File: src/rtl/mos6502_decode_pkg.sv
// Shared types and the opcode lookup table for the 6502 streaming decoder.
package mos6502_decode_pkg;

   typedef enum logic [5:0] {
      MnAdc, MnAnd, MnAsl, MnBcc, MnBcs, MnBeq, MnBit, MnBmi, MnBne, MnBpl, MnBrk, MnBvc,
      MnBvs, MnClc, MnCld, MnCli, MnClv, MnCmp, MnCpx, MnCpy, MnDec, MnDex, MnDey, MnEor,
      MnInc, MnInx, MnIny, MnJmp, MnJsr, MnLda, MnLdx, MnLdy, MnLsr, MnNop, MnOra, MnPha,
      MnPhp, MnPla, MnPlp, MnRol, MnRor, MnRti, MnRts, MnSbc, MnSec, MnSed, MnSei, MnSta,
      MnStx, MnSty, MnTax, MnTay, MnTsx, MnTxa, MnTxs, MnTya
   } mnem_e;

   typedef enum logic [3:0] {
      MdAcc, MdImpl, MdImm, MdZpg, MdZpgX, MdZpgY, MdAbs, MdAbsX, MdAbsY, MdInd, MdXind,
      MdIndY, MdRel
   } mode_e;

   typedef struct packed {
      mnem_e      mnem;
      mode_e      mode;
      logic [1:0] len;
      logic       illegal;
   } dec_t;

   typedef struct packed {
      mnem_e       mnem;
      mode_e       mode;
      logic [15:0] operand;
      logic [1:0]  len;
      logic        illegal;
   } rec_t;

   // Operand byte count implied by the addressing mode.
   function automatic logic [1:0] mode_len(input mode_e md);
      logic [1:0] n;
      case (md)
         MdAcc, MdImpl:                n = 2'd0;
         MdAbs, MdAbsX, MdAbsY, MdInd: n = 2'd2;
         default:                      n = 2'd1;
      endcase
      return n;
   endfunction

   function automatic dec_t mk(input mnem_e mn, input mode_e md);
      return '{mnem: mn, mode: md, len: mode_len(md), illegal: 1'b0};
   endfunction

   // Undocumented opcodes decode as a zero-length NOP flagged illegal.
   function automatic dec_t decode_opcode(input logic [7:0] op);
      dec_t d;
      case (op)
         8'h69: d = mk(MnAdc, MdImm);  8'h65: d = mk(MnAdc, MdZpg);  8'h75: d = mk(MnAdc, MdZpgX);
         8'h6D: d = mk(MnAdc, MdAbs);  8'h7D: d = mk(MnAdc, MdAbsX); 8'h79: d = mk(MnAdc, MdAbsY);
         8'h61: d = mk(MnAdc, MdXind); 8'h71: d = mk(MnAdc, MdIndY);
         8'h29: d = mk(MnAnd, MdImm);  8'h25: d = mk(MnAnd, MdZpg);  8'h35: d = mk(MnAnd, MdZpgX);
         8'h2D: d = mk(MnAnd, MdAbs);  8'h3D: d = mk(MnAnd, MdAbsX); 8'h39: d = mk(MnAnd, MdAbsY);
         8'h21: d = mk(MnAnd, MdXind); 8'h31: d = mk(MnAnd, MdIndY);
         8'h0A: d = mk(MnAsl, MdAcc);  8'h06: d = mk(MnAsl, MdZpg);  8'h16: d = mk(MnAsl, MdZpgX);
         8'h0E: d = mk(MnAsl, MdAbs);  8'h1E: d = mk(MnAsl, MdAbsX);
         8'h90: d = mk(MnBcc, MdRel);  8'hB0: d = mk(MnBcs, MdRel);  8'hF0: d = mk(MnBeq, MdRel);
         8'h30: d = mk(MnBmi, MdRel);  8'hD0: d = mk(MnBne, MdRel);  8'h10: d = mk(MnBpl, MdRel);
         8'h50: d = mk(MnBvc, MdRel);  8'h70: d = mk(MnBvs, MdRel);
         8'h24: d = mk(MnBit, MdZpg);  8'h2C: d = mk(MnBit, MdAbs);  8'h00: d = mk(MnBrk, MdImpl);
         8'h18: d = mk(MnClc, MdImpl); 8'hD8: d = mk(MnCld, MdImpl); 8'h58: d = mk(MnCli, MdImpl);
         8'hB8: d = mk(MnClv, MdImpl);
         8'hC9: d = mk(MnCmp, MdImm);  8'hC5: d = mk(MnCmp, MdZpg);  8'hD5: d = mk(MnCmp, MdZpgX);
         8'hCD: d = mk(MnCmp, MdAbs);  8'hDD: d = mk(MnCmp, MdAbsX); 8'hD9: d = mk(MnCmp, MdAbsY);
         8'hC1: d = mk(MnCmp, MdXind); 8'hD1: d = mk(MnCmp, MdIndY);
         8'hE0: d = mk(MnCpx, MdImm);  8'hE4: d = mk(MnCpx, MdZpg);  8'hEC: d = mk(MnCpx, MdAbs);
         8'hC0: d = mk(MnCpy, MdImm);  8'hC4: d = mk(MnCpy, MdZpg);  8'hCC: d = mk(MnCpy, MdAbs);
         8'hC6: d = mk(MnDec, MdZpg);  8'hD6: d = mk(MnDec, MdZpgX); 8'hCE: d = mk(MnDec, MdAbs);
         8'hDE: d = mk(MnDec, MdAbsX); 8'hCA: d = mk(MnDex, MdImpl); 8'h88: d = mk(MnDey, MdImpl);
         8'h49: d = mk(MnEor, MdImm);  8'h45: d = mk(MnEor, MdZpg);  8'h55: d = mk(MnEor, MdZpgX);
         8'h4D: d = mk(MnEor, MdAbs);  8'h5D: d = mk(MnEor, MdAbsX); 8'h59: d = mk(MnEor, MdAbsY);
         8'h41: d = mk(MnEor, MdXind); 8'h51: d = mk(MnEor, MdIndY);
         8'hE6: d = mk(MnInc, MdZpg);  8'hF6: d = mk(MnInc, MdZpgX); 8'hEE: d = mk(MnInc, MdAbs);
         8'hFE: d = mk(MnInc, MdAbsX); 8'hE8: d = mk(MnInx, MdImpl); 8'hC8: d = mk(MnIny, MdImpl);
         8'h4C: d = mk(MnJmp, MdAbs);  8'h6C: d = mk(MnJmp, MdInd);  8'h20: d = mk(MnJsr, MdAbs);
         8'hA9: d = mk(MnLda, MdImm);  8'hA5: d = mk(MnLda, MdZpg);  8'hB5: d = mk(MnLda, MdZpgX);
         8'hAD: d = mk(MnLda, MdAbs);  8'hBD: d = mk(MnLda, MdAbsX); 8'hB9: d = mk(MnLda, MdAbsY);
         8'hA1: d = mk(MnLda, MdXind); 8'hB1: d = mk(MnLda, MdIndY);
         8'hA2: d = mk(MnLdx, MdImm);  8'hA6: d = mk(MnLdx, MdZpg);  8'hB6: d = mk(MnLdx, MdZpgY);
         8'hAE: d = mk(MnLdx, MdAbs);  8'hBE: d = mk(MnLdx, MdAbsY);
         8'hA0: d = mk(MnLdy, MdImm);  8'hA4: d = mk(MnLdy, MdZpg);  8'hB4: d = mk(MnLdy, MdZpgX);
         8'hAC: d = mk(MnLdy, MdAbs);  8'hBC: d = mk(MnLdy, MdAbsX);
         8'h4A: d = mk(MnLsr, MdAcc);  8'h46: d = mk(MnLsr, MdZpg);  8'h56: d = mk(MnLsr, MdZpgX);
         8'h4E: d = mk(MnLsr, MdAbs);  8'h5E: d = mk(MnLsr, MdAbsX); 8'hEA: d = mk(MnNop, MdImpl);
         8'h09: d = mk(MnOra, MdImm);  8'h05: d = mk(MnOra, MdZpg);  8'h15: d = mk(MnOra, MdZpgX);
         8'h0D: d = mk(MnOra, MdAbs);  8'h1D: d = mk(MnOra, MdAbsX); 8'h19: d = mk(MnOra, MdAbsY);
         8'h01: d = mk(MnOra, MdXind); 8'h11: d = mk(MnOra, MdIndY);
         8'h48: d = mk(MnPha, MdImpl); 8'h08: d = mk(MnPhp, MdImpl); 8'h68: d = mk(MnPla, MdImpl);
         8'h28: d = mk(MnPlp, MdImpl);
         8'h2A: d = mk(MnRol, MdAcc);  8'h26: d = mk(MnRol, MdZpg);  8'h36: d = mk(MnRol, MdZpgX);
         8'h2E: d = mk(MnRol, MdAbs);  8'h3E: d = mk(MnRol, MdAbsX);
         8'h6A: d = mk(MnRor, MdAcc);  8'h66: d = mk(MnRor, MdZpg);  8'h76: d = mk(MnRor, MdZpgX);
         8'h6E: d = mk(MnRor, MdAbs);  8'h7E: d = mk(MnRor, MdAbsX);
         8'h40: d = mk(MnRti, MdImpl); 8'h60: d = mk(MnRts, MdImpl);
         8'hE9: d = mk(MnSbc, MdImm);  8'hE5: d = mk(MnSbc, MdZpg);  8'hF5: d = mk(MnSbc, MdZpgX);
         8'hED: d = mk(MnSbc, MdAbs);  8'hFD: d = mk(MnSbc, MdAbsX); 8'hF9: d = mk(MnSbc, MdAbsY);
         8'hE1: d = mk(MnSbc, MdXind); 8'hF1: d = mk(MnSbc, MdIndY);
         8'h38: d = mk(MnSec, MdImpl); 8'hF8: d = mk(MnSed, MdImpl); 8'h78: d = mk(MnSei, MdImpl);
         8'h85: d = mk(MnSta, MdZpg);  8'h95: d = mk(MnSta, MdZpgX); 8'h8D: d = mk(MnSta, MdAbs);
         8'h9D: d = mk(MnSta, MdAbsX); 8'h99: d = mk(MnSta, MdAbsY); 8'h81: d = mk(MnSta, MdXind);
         8'h91: d = mk(MnSta, MdIndY);
         8'h86: d = mk(MnStx, MdZpg);  8'h96: d = mk(MnStx, MdZpgY); 8'h8E: d = mk(MnStx, MdAbs);
         8'h84: d = mk(MnSty, MdZpg);  8'h94: d = mk(MnSty, MdZpgX); 8'h8C: d = mk(MnSty, MdAbs);
         8'hAA: d = mk(MnTax, MdImpl); 8'hA8: d = mk(MnTay, MdImpl); 8'hBA: d = mk(MnTsx, MdImpl);
         8'h8A: d = mk(MnTxa, MdImpl); 8'h9A: d = mk(MnTxs, MdImpl); 8'h98: d = mk(MnTya, MdImpl);
         default: d = '{mnem: MnNop, mode: MdImpl, len: 2'd0, illegal: 1'b1};
      endcase
      return d;
   endfunction

endpackage

File: src/rtl/decoded_rec_fifo.sv
// Small synchronous FIFO of decoded records; head reads as zero while empty.
module decoded_rec_fifo
   import mos6502_decode_pkg::*;
#(
   parameter int unsigned FIFO_DEPTH = 2
) (
   input  logic clk,
   input  logic rst,
   input  logic flush,
   input  logic push,
   input  rec_t push_data,
   input  logic pop,
   output rec_t head,
   output logic full,
   output logic empty
);

   localparam int unsigned PtrW = (FIFO_DEPTH > 1) ? $clog2(FIFO_DEPTH) : 1;
   localparam int unsigned CntW = $clog2(FIFO_DEPTH) + 1;

   if (FIFO_DEPTH == 0 || (FIFO_DEPTH & (FIFO_DEPTH - 1)) != 0) begin : g_bad_depth
      $error("FIFO_DEPTH must be a power of two and at least 1");
   end

   rec_t            mem [FIFO_DEPTH];
   logic [PtrW-1:0] wptr, rptr;
   logic [CntW-1:0] count;
   logic            do_push, do_pop;

   assign full    = (count == CntW'(FIFO_DEPTH));
   assign empty   = (count == '0);
   assign do_push = push && !full;
   assign do_pop  = pop && !empty;
   assign head    = empty ? '0 : mem[rptr];

   // Pointer and occupancy bookkeeping; flush empties the queue.
   always_ff @(posedge clk or posedge rst) begin
      if (rst) begin
         wptr  <= '0;
         rptr  <= '0;
         count <= '0;
      end else if (flush) begin
         wptr  <= '0;
         rptr  <= '0;
         count <= '0;
      end else begin
         if (do_push) wptr <= (wptr == PtrW'(FIFO_DEPTH - 1)) ? '0 : wptr + PtrW'(1);
         if (do_pop)  rptr <= (rptr == PtrW'(FIFO_DEPTH - 1)) ? '0 : rptr + PtrW'(1);
         if (do_push && !do_pop)      count <= count + CntW'(1);
         else if (do_pop && !do_push) count <= count - CntW'(1);
      end
   end

   // Storage needs no reset: head is masked while empty.
   always_ff @(posedge clk) begin
      if (do_push && !flush) mem[wptr] <= push_data;
   end

endmodule

File: src/rtl/mos6502_decode_stream.sv
// Collects opcode + operand bytes into one decoded record per 6502 instruction.
module mos6502_decode_stream
   import mos6502_decode_pkg::*;
#(
   parameter int unsigned DATA_W     = 8,
   parameter int unsigned FIFO_DEPTH = 2,
   parameter int unsigned MNEM_W     = 6,
   parameter int unsigned MODE_W     = 4
) (
   input  logic              clk,
   input  logic              rst,
   input  logic              flush,
   input  logic              in_valid,
   output logic              in_ready,
   input  logic [DATA_W-1:0] in_byte,
   output logic              out_valid,
   input  logic              out_ready,
   output logic [MNEM_W-1:0] out_mnem,
   output logic [MODE_W-1:0] out_mode,
   output logic [15:0]       out_operand,
   output logic [1:0]        out_len,
   output logic              out_illegal
);

   if (DATA_W != 8) begin : g_bad_data_w
      $error("DATA_W must be 8");
   end
   if (MNEM_W < $bits(mnem_e) || MODE_W < $bits(mode_e)) begin : g_bad_code_w
      $error("MNEM_W/MODE_W too narrow for the package enums");
   end

   typedef enum logic [1:0] {StOpc, StLo, StHi} state_e;

   state_e     state_q, state_d;
   dec_t       dec_q, dec_now;
   logic [7:0] lo_q;
   logic       accept, push, fifo_full, fifo_empty;
   rec_t       push_rec, head;

   assign dec_now  = decode_opcode(in_byte[7:0]);
   assign in_ready = !fifo_full;
   assign accept   = in_valid && in_ready && !flush;

   // State register.
   always_ff @(posedge clk or posedge rst) begin
      if (rst) state_q <= StOpc;
      else     state_q <= state_d;
   end

   // Next-state: walk opcode -> lo -> hi as far as the opcode length requires.
   always_comb begin
      state_d = state_q;
      if (flush) begin
         state_d = StOpc;
      end else if (accept) begin
         unique case (state_q)
            StOpc:   if (dec_now.len != 2'd0) state_d = StLo;
            StLo:    state_d = (dec_q.len == 2'd2) ? StHi : StOpc;
            StHi:    state_d = StOpc;
            default: state_d = StOpc;
         endcase
      end
   end

   // Outputs: build the record on the cycle its final byte is accepted.
   always_comb begin
      push     = 1'b0;
      push_rec = '0;
      if (accept) begin
         unique case (state_q)
            StOpc: begin
               push     = (dec_now.len == 2'd0);
               push_rec = '{mnem: dec_now.mnem, mode: dec_now.mode, operand: 16'h0000,
                            len: dec_now.len, illegal: dec_now.illegal};
            end
            StLo: begin
               push     = (dec_q.len == 2'd1);
               push_rec = '{mnem: dec_q.mnem, mode: dec_q.mode, operand: {8'h00, in_byte[7:0]},
                            len: dec_q.len, illegal: dec_q.illegal};
            end
            StHi: begin
               push     = 1'b1;
               push_rec = '{mnem: dec_q.mnem, mode: dec_q.mode, operand: {in_byte[7:0], lo_q},
                            len: dec_q.len, illegal: dec_q.illegal};
            end
            default: push = 1'b0;
         endcase
      end
   end

   // Partial-instruction holding registers.
   always_ff @(posedge clk or posedge rst) begin
      if (rst) begin
         dec_q <= '0;
         lo_q  <= '0;
      end else if (flush) begin
         dec_q <= '0;
         lo_q  <= '0;
      end else if (accept) begin
         if (state_q == StOpc) dec_q <= dec_now;
         if (state_q == StLo)  lo_q  <= in_byte[7:0];
      end
   end

   decoded_rec_fifo #(
      .FIFO_DEPTH (FIFO_DEPTH)
   ) u_fifo (
      .clk       (clk),
      .rst       (rst),
      .flush     (flush),
      .push      (push),
      .push_data (push_rec),
      .pop       (out_ready),
      .head      (head),
      .full      (fifo_full),
      .empty     (fifo_empty)
   );

   assign out_valid   = !fifo_empty;
   assign out_mnem    = MNEM_W'(head.mnem);
   assign out_mode    = MODE_W'(head.mode);
   assign out_operand = head.operand;
   assign out_len     = head.len;
   assign out_illegal = head.illegal;

endmodule

File: config.mk
export PLATFORM = sky130hd
export DESIGN_NAME = mos6502_decode_stream
export DESIGN_NICKNAME = d
export VERILOG_FILES = /design/src/rtl/mos6502_decode_pkg.sv /design/src/rtl/decoded_rec_fifo.sv /design/src/rtl/mos6502_decode_stream.sv
export SDC_FILE = /design/constraint.sdc
export NUM_CORES = 1
export LEC_CHECK = 0
export ABC_AREA = 0
export ABC_CLOCK_PERIOD_IN_PS = 4820
export CORE_MARGIN = 2
export CORE_UTILIZATION = 30
export CTS_CLUSTER_DIAMETER = 50
export DETAILED_ROUTE_END_ITERATION = 8
export GPL_TIMING_DRIVEN = 1
export PLACE_DENSITY = 0.5
export SYNTH_ARGS = -nofsm -noshare
export SYNTH_HDL_FRONTEND = slang
export SYNTH_SLANG_ARGS = --single-unit
File: constraint.sdc
create_clock -name clk -period 4.82 [get_ports clk]
set_input_delay 0.964 -clock clk [delete_from_list [all_inputs] [get_ports clk]]
set_output_delay 0.964 -clock clk [all_outputs]
set_load 0.005 [all_outputs]
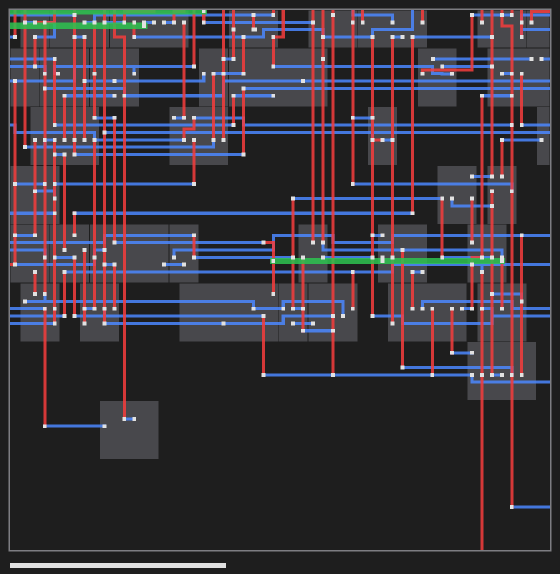
*Layout detail, run 1*
Bar = 10 um. Region (23, 23) to (48, 48) um. Cells in gray, sequential cells in the stronger gray; small squares are vias.
legend:
  met1:
    color: blue
  met2:
    color: red
  met3:
    color: green
most frequent: nand2_1 (5), a21oi_1 (4), nor2_1 (3)
cells with their middle in the window: 37
sequential cells in the window: 0

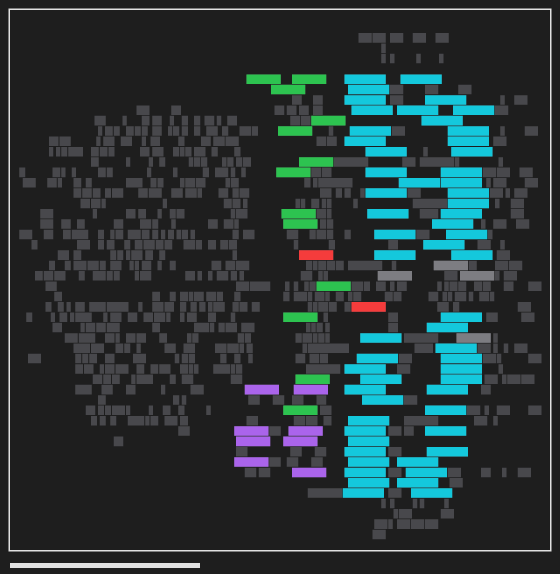
*Where the registers sit, run 1*
Bar = 50 um.
legend:
  `state_q`:
    color: red
    placed_flops: 2
  `u_fifo.mem`:
    color: cyan
    placed_flops: 58
    where: a vertical strip on the right
  `lo_q`:
    color: purple
    placed_flops: 8
    where: south
  `dec_q`:
    color: green
    placed_flops: 13
not colored: 4
register area: 0.002417 mm^2
P_seq: 0.817 mW
post-layout util: 0.3573
Seq area share: 0.3617

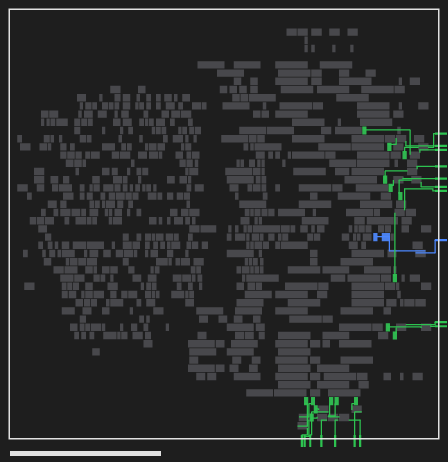
*Port wiring, run 1*
Bar = 50 um.
legend:
  `in_valid`:
    color: blue
    bits: 1
    direction: input
    edge: east
    end_cells: 2
    buffers: 1
    wire: 31.8 um
  `out_operand`:
    color: green
    bits: 16
    direction: output
    edge: 9 east, 7 south
    end_cells: 16
    buffers: 16
    wire: 271 um

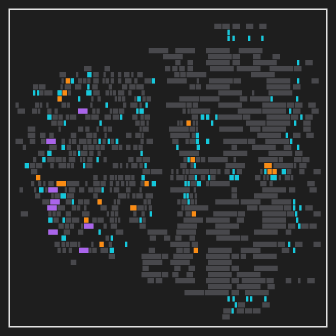
*Gate families picked out, run 1*
legend:
  NOR gates:
    color: cyan
    cells: 100
  AND and OR gates:
    color: orange
    cells: 17
  adder and majority cells:
    color: purple
    cells: 8

==> GITHUB_STEP_SUMMARY, run 1 <==
### Flow metrics

| Metric | Value |
|---|---|
| Drt pass-1 iters | `6` |
| Lkg Pwr | `2.554 nW` |
| Num ports | `44` |
| Commonest flop | `edfxtp_1` |
| Sw Ratio | `0.2635` |
| Final min period | `3.973 ns` |
| F_max | `251.7 MHz` |
| Register share after synthesis | `0.4233` |
| Slew margin rel. | `0.2440` |
| Power share of the combinational group | `0.188` |
| Detailed Route WL | `17,240 um` |
| Critical path cell sequence | `clkdlybuf4s50_1 -> inv_1 -> ha_1 -> nand2_1 -> a21o_1 -> a221o_1 -> a221oi_2 -> a221o_1 -> a21oi_1 -> or3_1` |
| Nets@finish | `671` |
| Insertion Delay late pin | `0.33 ns` |
| Synth Instances | `630` |
| Pint | `1.357 mW` |
| Hold Fails Final Rpt | `0` |
| H-tree depth | `3` |
| First DRT Iteration DRCs | `643` |
| Syn_area_per_cell | `9.064 um^2` |
| Total of max-cap violations | `0` |
| Total Routing Usage GR | `0.1730` |
| Clock Tree Buf Depth | `2` |
| First-pass GRT wire length | `27,240 um` |
| Final-layout fill cell count | `1,924` |
| Stages on the worst setup path | `10` |
| Yosys Chip Area | `0.005710 mm^2` |
| CP most frequent cell | `a221o_1` |
| Critical Path AT | `4.18 ns` |
| Slowest CP cell | `clkdlybuf4s50_1` |
| Post-synth EDFFs | `58` |
| Clk root buf | `clkbuf_16` |
| Clock tree sinks | `85` |
| Overflow after GRT | `0` |
| Fp util | `0.3053` |
| Crit path capture type | `flop` |
| Status | `complete, no violations` |
| Row count | `50` |
| XOR/XNOR Area Share | `0.001534` |
| Reg2reg path depth | `6` |
| Asr flop ratio synth | `0.3176` |
| Crit-path max cell delay | `0.58 ns` |
| Top cells by count | `73 x nor2_1, 58 x edfxtp_1, 57 x nand2_1, 44 x a21oi_1, 41 x clkbuf_1` |
| Clock-pin slew on the worst setup and hold paths | `0.06 ns` |
| ANT nets after route | `0` |
| Vias per inst | `5.798` |
| Die extent in y | `142.0 um` |
| Area grow syn2layout | `17.05%` |
| CTS Hold Buffers Added | `0` |
| Routed len/inst | `19.39 um` |
| Worst flop-to-flop path endpoint | `u_fifo.mem[1][12]$_DFFE_PP_` |
| Setup crit end | `u_fifo.count[1]$_DFFE_PP0P_` |
| HPWL Detailed | `12,240 um` |
| Yosys aoi share | `0.2686` |
| Core ar. | `0.01871 mm^2` |
| Simple share | `0.1711` |
| Count leader, synth | `nor2_1` |
| Initial antenna violation count | `0` |
| Detailed-route via count | `5,154` |
| Slew @ Worst Pin | `1.105 ns` |
| Worst Skew | `0.004560 ns` |
| Cell Pwr Density | `275.7 mW/mm^2` |
| CP Launch Point | `in_byte[0]` |
| RSZ-0062 raised after global routing | `false` |
| CTS tree | `built` |
| WP buf/inv | `2` |
| Peak VDD IR | `0.1646 mV` |
| MUX area fraction | `0.06354` |
| # diodes | `0` |
| Area leader share | `0.3050` |
| Crit path max-delay family | `AND-OR/OR-AND gates` |
| Area of the mapped netlist | `0.005710 mm^2` |
| Flop-to-flop setup slack | `2.33 ns` |
| # DRC | `0` |
| Post-CTS Setup Repair Bufs | `0` |
| Tool Warnings | `33` |
| Layout cells sized above 1 | `0.09771` |
| Comb area leader | `AND-OR/OR-AND gates` |
| Final Slew Violations | `0` |
| # resized after CTS | `0` |
| HP Class | `flop to flop` |
| RePlAce Congestion | `0.9948` |
| Clock power share | `0.369` |
| Reg power frac | `0.443` |
| Floorplan Nets | `651` |
| Largest cells by area | `edfxtp_1 30%, dfrtp_1 12%, mux2i_1 6.0%, nor2_1 4.8%, a21oi_1 3.9%` |
| # Cells Yosys | `630` |
| FF+latch count, synth | `85` |
| Data required, critical path | `5.03 ns` |
run 1: cell families after synthesis:
kind of cell / count (synthesis)
AND-OR/OR-AND: 215
AND/OR/NAND/NOR: 209
flip-flops: 85
buffers and inverters: 76
multiplexers: 36
adder cells (fa/ha/maj): 8
XOR/XNOR: 1
run 1: how the worst min path moves through the flow:
stage | endpoint | cells past startpoint | slack, ns | from
finish | dec_q[11]$_DFFE_PP0P_ | 1 | 0.48 | dec_q[11]$_DFFE_PP0P_
floorplan | dec_q[4]$_DFFE_PP0P_ | 2 | 0.45 | dec_q[4]$_DFFE_PP0P_
CTS | dec_q[11]$_DFFE_PP0P_ | 1 | 0.48 | dec_q[11]$_DFFE_PP0P_
global placement | dec_q[4]$_DFFE_PP0P_ | 2 | 0.46 | dec_q[4]$_DFFE_PP0P_
detailed placement | dec_q[4]$_DFFE_PP0P_ | 2 | 0.47 | dec_q[4]$_DFFE_PP0P_
global route | dec_q[3]$_DFFE_PP0P_ | 1 | 0.50 | dec_q[3]$_DFFE_PP0P_
run 1: placed cells by master (no fill, tap or decap), types with 5 or more instances in the layout:
cell type	instances
nor2_1	70
edfxtp_1	58
nand2_1	57
a21oi_1	44
clkdlybuf4s50_1	40
mux2i_1	34
o21ai_0	33
buf_4	28
dfrtp_1	27
nand2b_1	23
a21o_1	19
a22o_1	17
inv_1	13
nor3_1	12
nor2b_1	10
o211ai_1	10
a31oi_1	9
nand3_1	9
clkbuf_16	9
ha_1	8
o22ai_1	7
a221oi_1	7
a211oi_1	6
and2_1	6
a311oi_1	5
run 1: flip-flops by register name, indices dropped and copies added, names as in the netlist:
signal,flops
u_fifo.rptr,1
lo_q,8
dec_q,13
u_fifo.mem,58
u_fifo.count,2
state_q,2
u_fifo.wptr,1
run 1: power by group through the flow:
stage,clock [mW],combinational (mW),sequential (mW)
6_report,0.679,0.346,0.817
5_1_grt,0.729,0.376,0.819
4_1_cts,0.700,0.341,0.817
3_5_place_dp,0,0.339,0.831
3_3_place_gp,0,0.339,0.830
2_1_floorplan,0,0.233,0.826
run 1: routing by layer:
layer / global-route usage / up-vias / share of wire
met5: 0 / - / 0
met4: 0.07000 / 0 / 0.028
met3: 0.02322 / 38 / 0.067
met2: 0.2629 / 261 / 0.44
met1: 0.2491 / 2461 / 0.46
li1: - / 2394 / -
run 1: through the flow:
step / setup WS (ns) / hold slack (ns) / area, um^2 / cells / power [mW]
6_report: 0.8471 / 0.4772 / 6684 / 889 / 1.843
5_1_grt: 0.6845 / 0.5008 / 6684 / 889 / 1.924
4_1_cts: 0.9215 / 0.4791 / 6684 / 889 / 1.858
3_5_place_dp: 0.5847 / 0.4653 / 6379 / 873 / 1.170
3_3_place_gp: 0.6411 / 0.4600 / 6379 / 873 / 1.169
2_1_floorplan: 0.05730 / 0.4457 / 5710 / 630 / 1.059
run 1: area by class of cell:
class	count	area, um^2	area share
clock inverters	3	45.04	0.006739
multi-input cells	469	2990	0.4474
clock buffers	13	260.3	0.03894
inverters	14	52.55	0.007862
flip-flops and latches	85	2417	0.3617
repair buffers	71	625.6	0.09360
well taps	234	292.8	0.04380
==> inputs of run 2 (changes only) <==
ABC_CLOCK_PERIOD_IN_PS = 3620   (was 4820)
PLACE_DENSITY = 0.51   (was 0.5)
clock period = 3.62 ns   (was 4.82 ns; I/O delays follow)
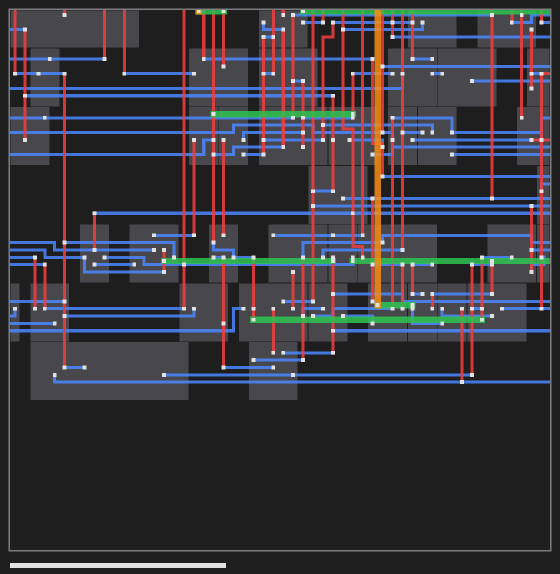
*Layout detail, run 2*
Bar = 10 um. Region (23, 23) to (48, 48) um. Cells in gray, sequential cells in the stronger gray; small squares are vias.
legend:
  met1:
    color: blue
  met2:
    color: red
  met4:
    color: orange
  met3:
    color: green
most frequent: nand2_1 (5), buf_4 (5), nand2b_1 (4)
cells with their middle in the window: 35
sequential cells in the window: 0

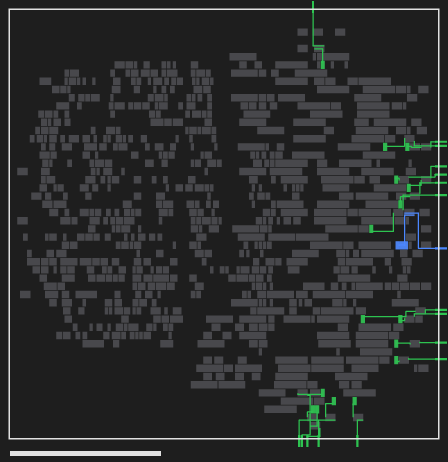
*Port wiring, run 2*
Bar = 50 um.
legend:
  `out_operand`:
    color: green
    bits: 16
    direction: output
    edge: 10 east, 5 south, 1 north
    end_cells: 16
    buffers: 16
    wire: 256 um
  `in_valid`:
    color: blue
    bits: 1
    direction: input
    edge: east
    end_cells: 2
    buffers: 1
    wire: 38.0 um

==> run 2 against run 1 <==
  * Clock power up 36%
  * Final area up 5.4%
  * Synthesized cell count unchanged
  * Die size unchanged
  * Utilization up 1.9 points
  * Via count up 2.6%
  * Power up 37%
  * Register-to-register slack worse by 1.0 ns
  * Critical endpoint unchanged
  * Highest routed layer unchanged
==> GITHUB_STEP_SUMMARY, run 2 <==
### Flow metrics

| Metric | Value |
|---|---|
| Initial antenna violation count | `0 (unchanged)` |
| Die extent in y | `142.0 um (unchanged)` |
| Largest Register | `u_fifo.mem (unchanged)` |
| Clock Tree Buf Depth | `2 (unchanged)` |
| Count leader, synth | `nor2_1 (unchanged)` |
| Worst Skew | `0.005510 ns (was 0.004560 ns)` |
| Clock-pin slew on the worst setup and hold paths | `0.06 ns (about the same)` |
| # resized after CTS | `0 (unchanged)` |
| Post-route cell area | `0.007044 mm^2 (was 0.006684 mm^2)` |
| Pre-CTS setup slack | `-0.1384 ns (was 0.5847 ns)` |
| Yosys Chip Area | `0.005710 mm^2 (unchanged)` |
| Register share after synthesis | `0.4233 (unchanged)` |
| Asr flop ratio synth | `0.3176 (unchanged)` |
| Detailed-route via count | `5,288 (was 5,154)` |
| Syn_area_per_cell | `9.064 um^2 (unchanged)` |
| Slew margin rel. | `0.2807 (was 0.2440)` |
| Peak VDD IR | `0.2220 mV (was 0.1646 mV)` |
| Synth warn | `0 (unchanged)` |
| Most common logic cell in the routed design | `nor2_1 (unchanged)` |
| # DRC | `0 (unchanged)` |
| Core ar. | `0.01871 mm^2 (unchanged)` |
| Floorplan Nets | `651 (unchanged)` |
| Register area | `0.002417 mm^2 (unchanged)` |
| Post-layout util | `0.3766 (was 0.3573)` |
| Crit path capture type | `flop (unchanged)` |
| Hold Fails Final Rpt | `0 (unchanged)` |
| CTS tree | `built (unchanged)` |
| Top cells by count | `73 x nor2_1, 58 x edfxtp_1, 57 x nand2_1, 44 x a21oi_1, 41 x clkbuf_1 (unchanged)` |
| Row count | `50 (unchanged)` |
| Num ports | `44 (unchanged)` |
| Largest register FFs | `58 (unchanged)` |
| Synth Instances | `630 (unchanged)` |
| Vias per inst | `5.692 (was 5.798)` |
| Final Slew Violations | `0 (unchanged)` |
| Area leader share | `0.3050 (unchanged)` |
| Power Total | `2.526 mW (was 1.843 mW)` |
| Clk root buf | `clkbuf_16 (unchanged)` |
| Final worst slack | `0.1769 ns (was 0.8471 ns)` |
| Dpl cell area | `0.006740 mm^2 (was 0.006379 mm^2)` |
| FF+latch count, synth | `85 (unchanged)` |
| HPWL Detailed | `13,780 um (was 12,240 um)` |
| Drt pass-1 iters | `7 (was 6)` |
| Final-layout fill cell count | `1,869 (was 1,924)` |
| CTS Hold Buffers Added | `0 (unchanged)` |
| Overflow after GRT | `0 (unchanged)` |
| Layout cells sized above 1 | `0.1525 (was 0.09771)` |
| First-pass GRT wire length | `29,640 um (was 27,240 um)` |
| F_max | `290.4 MHz` |
| Commonest flop | `edfxtp_1 (unchanged)` |
| Fp util | `0.3053 (unchanged)` |
| Area grow syn2layout | `23.36% (was 17.05%)` |
| Nets@finish | `711 (was 671)` |
| Total of max-cap violations | `0 (unchanged)` |
| Status | `complete, no violations (unchanged)` |
| ANT nets after route | `0 (unchanged)` |
| Multi-input gate area | `0.003002 mm^2 (was 0.002990 mm^2)` |
| Critical Path AT | `3.66 ns (was 4.18 ns)` |
| Biggest regs | `u_fifo.mem (58), dec_q (13), lo_q (8) (unchanged)` |
| Total Routing Usage GR | `0.1908 (was 0.1730)` |
| Insertion Delay late pin | `0.34 ns (was 0.33 ns)` |
| H-tree depth | `3 (unchanged)` |
| Clock tree sinks | `85 (unchanged)` |
| Area of the mapped netlist | `0.005710 mm^2 (unchanged)` |
| Routed len/inst | `20.20 um (was 19.39 um)` |
| Detailed Route WL | `18,760 um (was 17,240 um)` |
| Largest cells by area | `edfxtp_1 30%, dfrtp_1 12%, mux2i_1 6.0%, nor2_1 4.8%, a21oi_1 3.9% (unchanged)` |
| First DRT Iteration DRCs | `508 (was 643)` |
| Slew @ Worst Pin | `1.078 ns (was 1.105 ns)` |
| # diodes | `0 (unchanged)` |
| Post-synth EDFFs | `58 (unchanged)` |
| RSZ-0062 raised after global routing | `false (unchanged)` |
| HP Class | `flop to flop (unchanged)` |
| Data required, critical path | `3.84 ns (was 5.03 ns)` |
| Tool Warnings | `33 (unchanged)` |
-- run 2: cell counts after synthesis --
Identical to the previous run, type by type.
-- run 2: area by class of cell --
class / count / share of cell area
Clock buffer: 13 / 0.03694
Clock inverter: 3 / 0.006217
Inverter: 14 / 0.007460
Multi-Input combinational cell: 469 / 0.4261
Sequential cell: 85 / 0.3432
Tap cell: 234 / 0.04156
Timing Repair Buffer: 111 / 0.1385
-- run 2: logic make-up after synthesis --
family | synth area share
XOR/XNOR | 0.001534
adder cells (fa/ha/maj) | 0.01753
AND/OR/NAND/NOR | 0.1711
flip-flops | 0.4233
multiplexers | 0.06354
buffers and inverters | 0.05434
AND-OR/OR-AND | 0.2686
-- run 2: metrics by stage --
stage          std cells  hold slack [ns]
3_5_place_dp         913           0.4631
4_1_cts              929           0.4780
5_1_grt              929           0.4907
2_1_floorplan        630           0.4457
3_3_place_gp         913           0.4585
6_report             929           0.4769
-- run 2: worst max-delay path, stage by stage --
cell             delay (ns)
clkdlybuf4s50_1        0.55
inv_1                  0.10
ha_1                   0.35
buf_4                  0.18
nand2_1                0.08
a21o_1                 0.18
a221o_1                0.30
a221oi_2               0.31
a221o_2                0.32
buf_4                  0.16
a21oi_1                0.04
or3_1                  0.36
-- run 2: final timing paths --
check	start	to	slack [ns]	depth (start not counted)
worst max register to register	u_fifo.count[0]$_DFFE_PP0P_	u_fifo.mem[1][19]$_DFFE_PP_	1.30	7
min in group asynchronous	rst	u_fifo.rptr$_DFFE_PP0P_	0.96	2
max in group asynchronous	rst	dec_q[11]$_DFFE_PP0P_	2.01	2
worst min-delay path	dec_q[4]$_DFFE_PP0P_	dec_q[4]$_DFFE_PP0P_	0.48	2
worst min register to register	dec_q[4]$_DFFE_PP0P_	dec_q[4]$_DFFE_PP0P_	0.48	2
worst max-delay path	in_byte[1]	u_fifo.count[1]$_DFFE_PP0P_	0.18	12
-- run 2: layer usage --
layer	wire length (um)	global-route usage	part of all wire	vias to the layer above
met2	8466	0.2946	0.45	209
li1	-	-	-	2465
met1	8537	0.2603	0.45	2567
met5	0	0	0	-
met4	775	0.09579	0.041	0
met3	983	0.03028	0.052	47
-- run 2: where the power goes --
group	switching, mW	total [mW]	leakage [nW]	internal (mW)
clock	0.349	0.921	0.150	0.572
sequential	0.0159	1.09	0.976	1.07
combinational	0.315	0.519	1.64	0.204
Power and IR drop assume default switching activity.
